run_1/port_nets.png
Drawn at 2 px/micron.
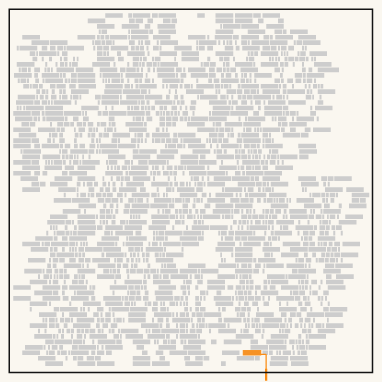
run_1/registers.png
Drawn at 2 px/micron. Other sequential cells in the stronger gray, the rest of the logic in the fainter gray.
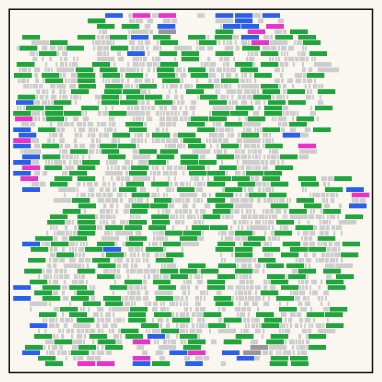
run_1/gate_families.png
Drawn at 2 px/micron.
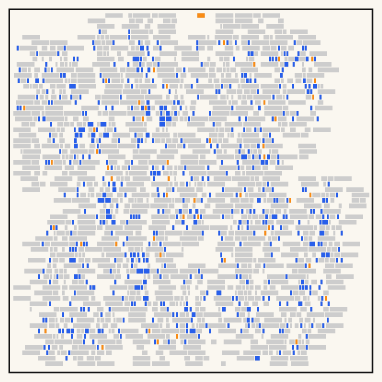
Design board_input_sync_flat, sky130hd; sources not shown.
==> qor.yml, run 1 <==
cpMaxStageDelayCell: "buf_4"
setup_viol: 0
dr.pass1.iters: 7
antenna_found_initial: 0
grt_max_degree: 148
cts_tree: "done"
finalClockPeriodUsage_pct: 28.9
p_sw_share_pct: 21.5
holdBufCountCts: 0
ys_cells: 1755
cp_cell_sequence: "inv_8, buf_4, buf_4"
combPwrFrac_pct: 2.8
largest_reg_flops: 323
rrSetupSlack_ns: 19.66
grtUsageTotal_pct: 19.6
synth.yosys.seq_area_share_pct: 53.5
routed_wirelength_microns: 30900
cp.required_ns: 22.80
most-common-layout-cells: "nor2_1, dfrtp_1, xnor2_1"
comb_power_mw: 0.0385
fin_worst_skew_ns: 0.0116
synthArstFlopShare_pct: 100
routed.top_layer: "met4"
die_w_microns: 181
p_switching_mw: 0.297
critPathKind: "in -> async"
drv_cap: 0
grt_overflow_total: 0
num_vias: 11900
die_y_microns: 181
vdd.ir_drop.worst_mv: 0.0581
clock_net_power_mw: 0.641
start_kind: "primary input"
num_rows: 65
p_leak_nw: 8.05
drt_iter0_markers: 659
avgSynthCellArea_sq_um: 10.0
slew_violations: 0
met3_length_microns: 1020
power_mw: 1.38
cp_max_fo: 147
p_int_mw: 1.08
max_freq_mhz: 155
hold_depth: 0
tightest_slew_ns: 1.01
placedCellCount: 2106
gp_congestion: 0.803
synthesis.area_sq_mm: 0.0176
num_antenna_cells: 0
warnings: 27
power.density_mw_per_mm2: 72.4
h-tree-depth: 2
max_stage_delay_ns: 0.90
clk_latency_ns: 0.53
slew_headroom_pct: 32.6
p_clk_share_pct: 46.4
ys_area_sq_mm: 0.0176
syn_to_final_growth_pct: 8.43
avgViaCountPerCell: 5.46
pwr-share-seq_pct: 50.8
dieArea_sq_mm: 0.0327
wl_met1_microns: 14500
setup_tns_ns: 0
top_cell_area_share_pct: 53.5
power-top-group: "registers"
cp-end-kind: "asynchronous set/reset pin"
ys_types: 38
worstHoldPathType: "reg -> reg"
status: "complete, no violations"
top_area_cell: "dfrtp_1"
final_common_cell: "nor2_1"
critPathMostFrequentCell: "buf_4"
initCoreUtil_pct: 55.8
edf_count: 0
wl_met2_microns: 14900
avgRoutedWirePerCell_microns: 14.2
clockBufferDepth: 3
cts_inserted_buffers: 40
grt_pass1_wl_microns: 54100
layout-drive-gt1-share_pct: 5.80
reg2reg_depth: 5
postSynthCellCount: 1755
antenna_left: 0
post-cts-setup-buffers: 0
grt_pass1_vias: 11700
topCellsByArea: "dfrtp_1, nor2_1, xnor2_1"
-- port_nets.png (at the start) --
[orange] `pins_irq_btn_o` | direction: output | edge: south | end cells: 1 | buffers: 0 | wire: 11.1 microns
I/O Buffers: 0
I/O pin count: 38

-- registers.png (at the start) --
[magenta] `u_core.g_chan.stable_q` | flops: 16 | where: spread over the die
[blue] `u_core.g_chan.sync_q` | flops: 34 | where: spread over the die
[green] `u_core.g_chan.cnt_q` | flops: 323 | where: spread over the die
Register Area: 0.00941 sq mm
sequential power: 0.702 mW
Seq/total area: 49.3%
Core Util, Final: 60.5%

-- gate_families.png (at the start) --
[blue] NOR gates | cells: 523 | most used: nor2_1 | where: spread over the die
[orange] inverters | cells: 49 | most used: inv_1 | where: spread over the die
combinational share of cell area: 40.2%
Non-Filler Instances: 2177

-- run 1: through the flow --
stage          instance area [sq um]  setup WS [ns]
3_3_place_gp                   17800          15.15
3_5_place_dp                   17800          15.11
6_report                       19100          15.85
4_1_cts                        19100          15.66
5_1_grt                        19100          15.29
2_1_floorplan                  17300           7.40
-- run 1: critical path: cells and delay by family --
family	cells	cell delay [ns]
buffers and inverters	3	2.31
-- run 1: synthesized netlist by cell type (all sizes together) (7+ instances only) --
| library cell | number |
|---|---|
| nand3 | 114 |
| or2 | 18 |
| nor3 | 47 |
| nor4b | 16 |
| ha | 17 |
| or3 | 7 |
| and4 | 31 |
| nor4 | 26 |
| dfrtp | 376 |
| buf | 34 |
| nor2 | 420 |
| clkbuf | 21 |
| xnor2 | 163 |
| and3 | 40 |
| nand2 | 91 |
| xor2 | 143 |
| or4 | 8 |
| nand4 | 78 |
| mux2 | 17 |
| inv | 49 |
-- run 1: logic make-up after synthesis --
kind of cell / Yosys count / synth area share, %
XOR/XNOR: 306 / 15.2
multiplexers: 17 / 1.09
AND/OR/NAND/NOR: 933 / 26.0
flip-flops: 376 / 53.5
AND-OR/OR-AND: 2 / 0.0995
buffers and inverters: 104 / 2.94
adder cells (fa/ha/maj): 17 / 1.21
-- run 1: layout make-up --
class | instances | area, sq um
Clock buffer | 62 | 1200
Inverter | 49 | 191
Multi-Input combinational cell | 1275 | 7680
Clock inverter | 9 | 72.6
Timing Repair Buffer | 4 | 30.0
Sequential cell | 376 | 9410
Fill cell | 2568 | 12500
Tap cell | 402 | 503
-- run 1: per-layer routing --
metal	up-vias	GRT usage, %
li1	5849	-
met3	47	2.94
met1	5808	26.6
met5	-	0
met4	0	5.98
met2	175	32.5
--- run 2 (diff from run 1) ---
--- a/config.mk
+++ b/config.mk
@@ -9,7 +9,7 @@
 export CTS_CLUSTER_DIAMETER = 120
 export DETAILED_ROUTE_END_ITERATION = 7
 export DONT_BUFFER_PORTS = 1
-export PLACE_DENSITY = 0.76
+export PLACE_DENSITY = 0.79
 export REMOVE_ABC_BUFFERS = 1
 export SYNTH_ARGS = -nofsm -noshare
 export SYNTH_HDL_FRONTEND = slang
==> constraint.sdc (replaced) <==
create_clock -name clk_i -period 5.2 [get_ports clk_i]
set_input_delay 1.04 -clock clk_i [delete_from_list [all_inputs] [get_ports clk_i]]
set_output_delay 1.04 -clock clk_i [all_outputs]
set_load 0.02 [all_outputs]
==> run 2 against run 1 <==
Net effect:
- final cell count unchanged
- clock skew decreased by 0.0018 ns
- die area is the same
- utilization rose by 0.22 points
- routed wire length grew 1.1%
- sequential share of layout area down 0.18 points
- clock power grew to 4.4 times the previous value
- global-route usage grew 0.29 points
- combinational power grew to 4.4 times the previous value
- worst setup slack lost 13 ns
==> qor.yml, run 2 <==
status: "complete, no violations"
dr.pass1.iters: 7  # unchanged
clockBufferDepth: 3  # unchanged
grt_overflow_total: 0  # unchanged
post-cts-setup-buffers: 0  # unchanged
synthesis.area_sq_mm: 0.0176  # unchanged
top_area_cell: "dfrtp_1"
pwr-share-seq_pct: 50.4  # -0.4 points
power.density_mw_per_mm2: 312  # +330%
fin_ws_ns: 2.79  # -13.07 ns
reg2reg_depth: 5  # unchanged
die_w_microns: 181  # unchanged
ys_area_sq_mm: 0.0176  # unchanged
layout-drive-gt1-share_pct: 6.08  # +0.28 points
cp.required_ns: 5.57  # -17.23 ns
critPathKind: "reg -> reg"
largest_reg_flops: 323  # unchanged
fin_worst_skew_ns: 0.00979  # -0.00183 ns
tightest_slew_ns: 0.886  # -0.125 ns
edf_count: 0  # unchanged
grt_pass1_wl_microns: 55200  # +2.0%
grt_max_degree: 109  # -26%
warnings: 27  # unchanged
cts_tree: "done"
gp_congestion: 0.836  # +4.1%
p_sw_share_pct: 21.4  # -0.11 points
portBuffers: 0  # unchanged
slew_headroom_pct: 39.4  # +6.8 points
p_int_mw: 4.70  # +330%
vdd.ir_drop.worst_mv: 0.272  # +370%
grt_pass1_vias: 11900  # +1.7%
p_clk_share_pct: 46.8  # +0.4 points
cp_max_fo: 17  # -88%
num_rows: 65  # unchanged
drt_iter0_markers: 721  # +9.4%
avgRoutedWirePerCell_microns: 14.4  # +1.1%
run 2: power groups by stage:
stage | clock (mW) | combinational (mW) | sequential (mW)
after floorplan | 0 | 0.130 | 3.06
after global placement | 0 | 0.168 | 3.06
after detailed placement | 0 | 0.174 | 3.06
after CTS | 2.87 | 0.175 | 3.01
after global routing | 2.99 | 0.200 | 3.02
final | 2.80 | 0.168 | 3.01
run 2: critical path, stage by stage (launching register included):
cell and delay (ns):
dfrtp_1 0.43, or4b_1 0.54, or4_1 0.55, nor2_1 0.14, or2_1 0.50, nor2_1 0.12
run 2: metal layers:
metal  up-vias  global-route usage (%)  routed length, microns
met1      5921                    26.9                   14400
met2       194                    32.9                   15100
li1       5858                       -                       -
met4         0                    5.30                     507
met3        41                    3.55                    1240
met5         -                       0                       0
run 2: area by class of cell:
class	instances	area share, %
Inverter	49	0.999
Tap cell	402	2.63
Sequential cell	376	49.1
Timing Repair Buffer	4	0.287
Multi-Input combinational cell	1275	40.1
Clock buffer	60	6.41
Clock inverter	11	0.496
run 2: cells by family after synthesis:
kind of cell	Yosys count	share of synthesized area, %
simple gates	933	26.0
flops	376	53.5
xor+xnor	306	15.2
buf+inv	104	2.94
mux	17	1.09
fa+ha+maj	17	1.21
compound gates	2	0.0995
run_2/gate_families.png
Drawn at 2 px/micron.
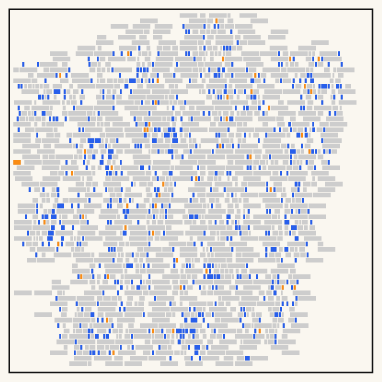
[blue] NOR gates | cells: 523 | most used: nor2_1 | where: spread over the die
[orange] inverters | cells: 49 | most used: inv_1
combinational share of cell area: 40.1%
most numerous logic cell after layout: nor2_1

No activity file was given, so power comes from the tool's default toggle rates.
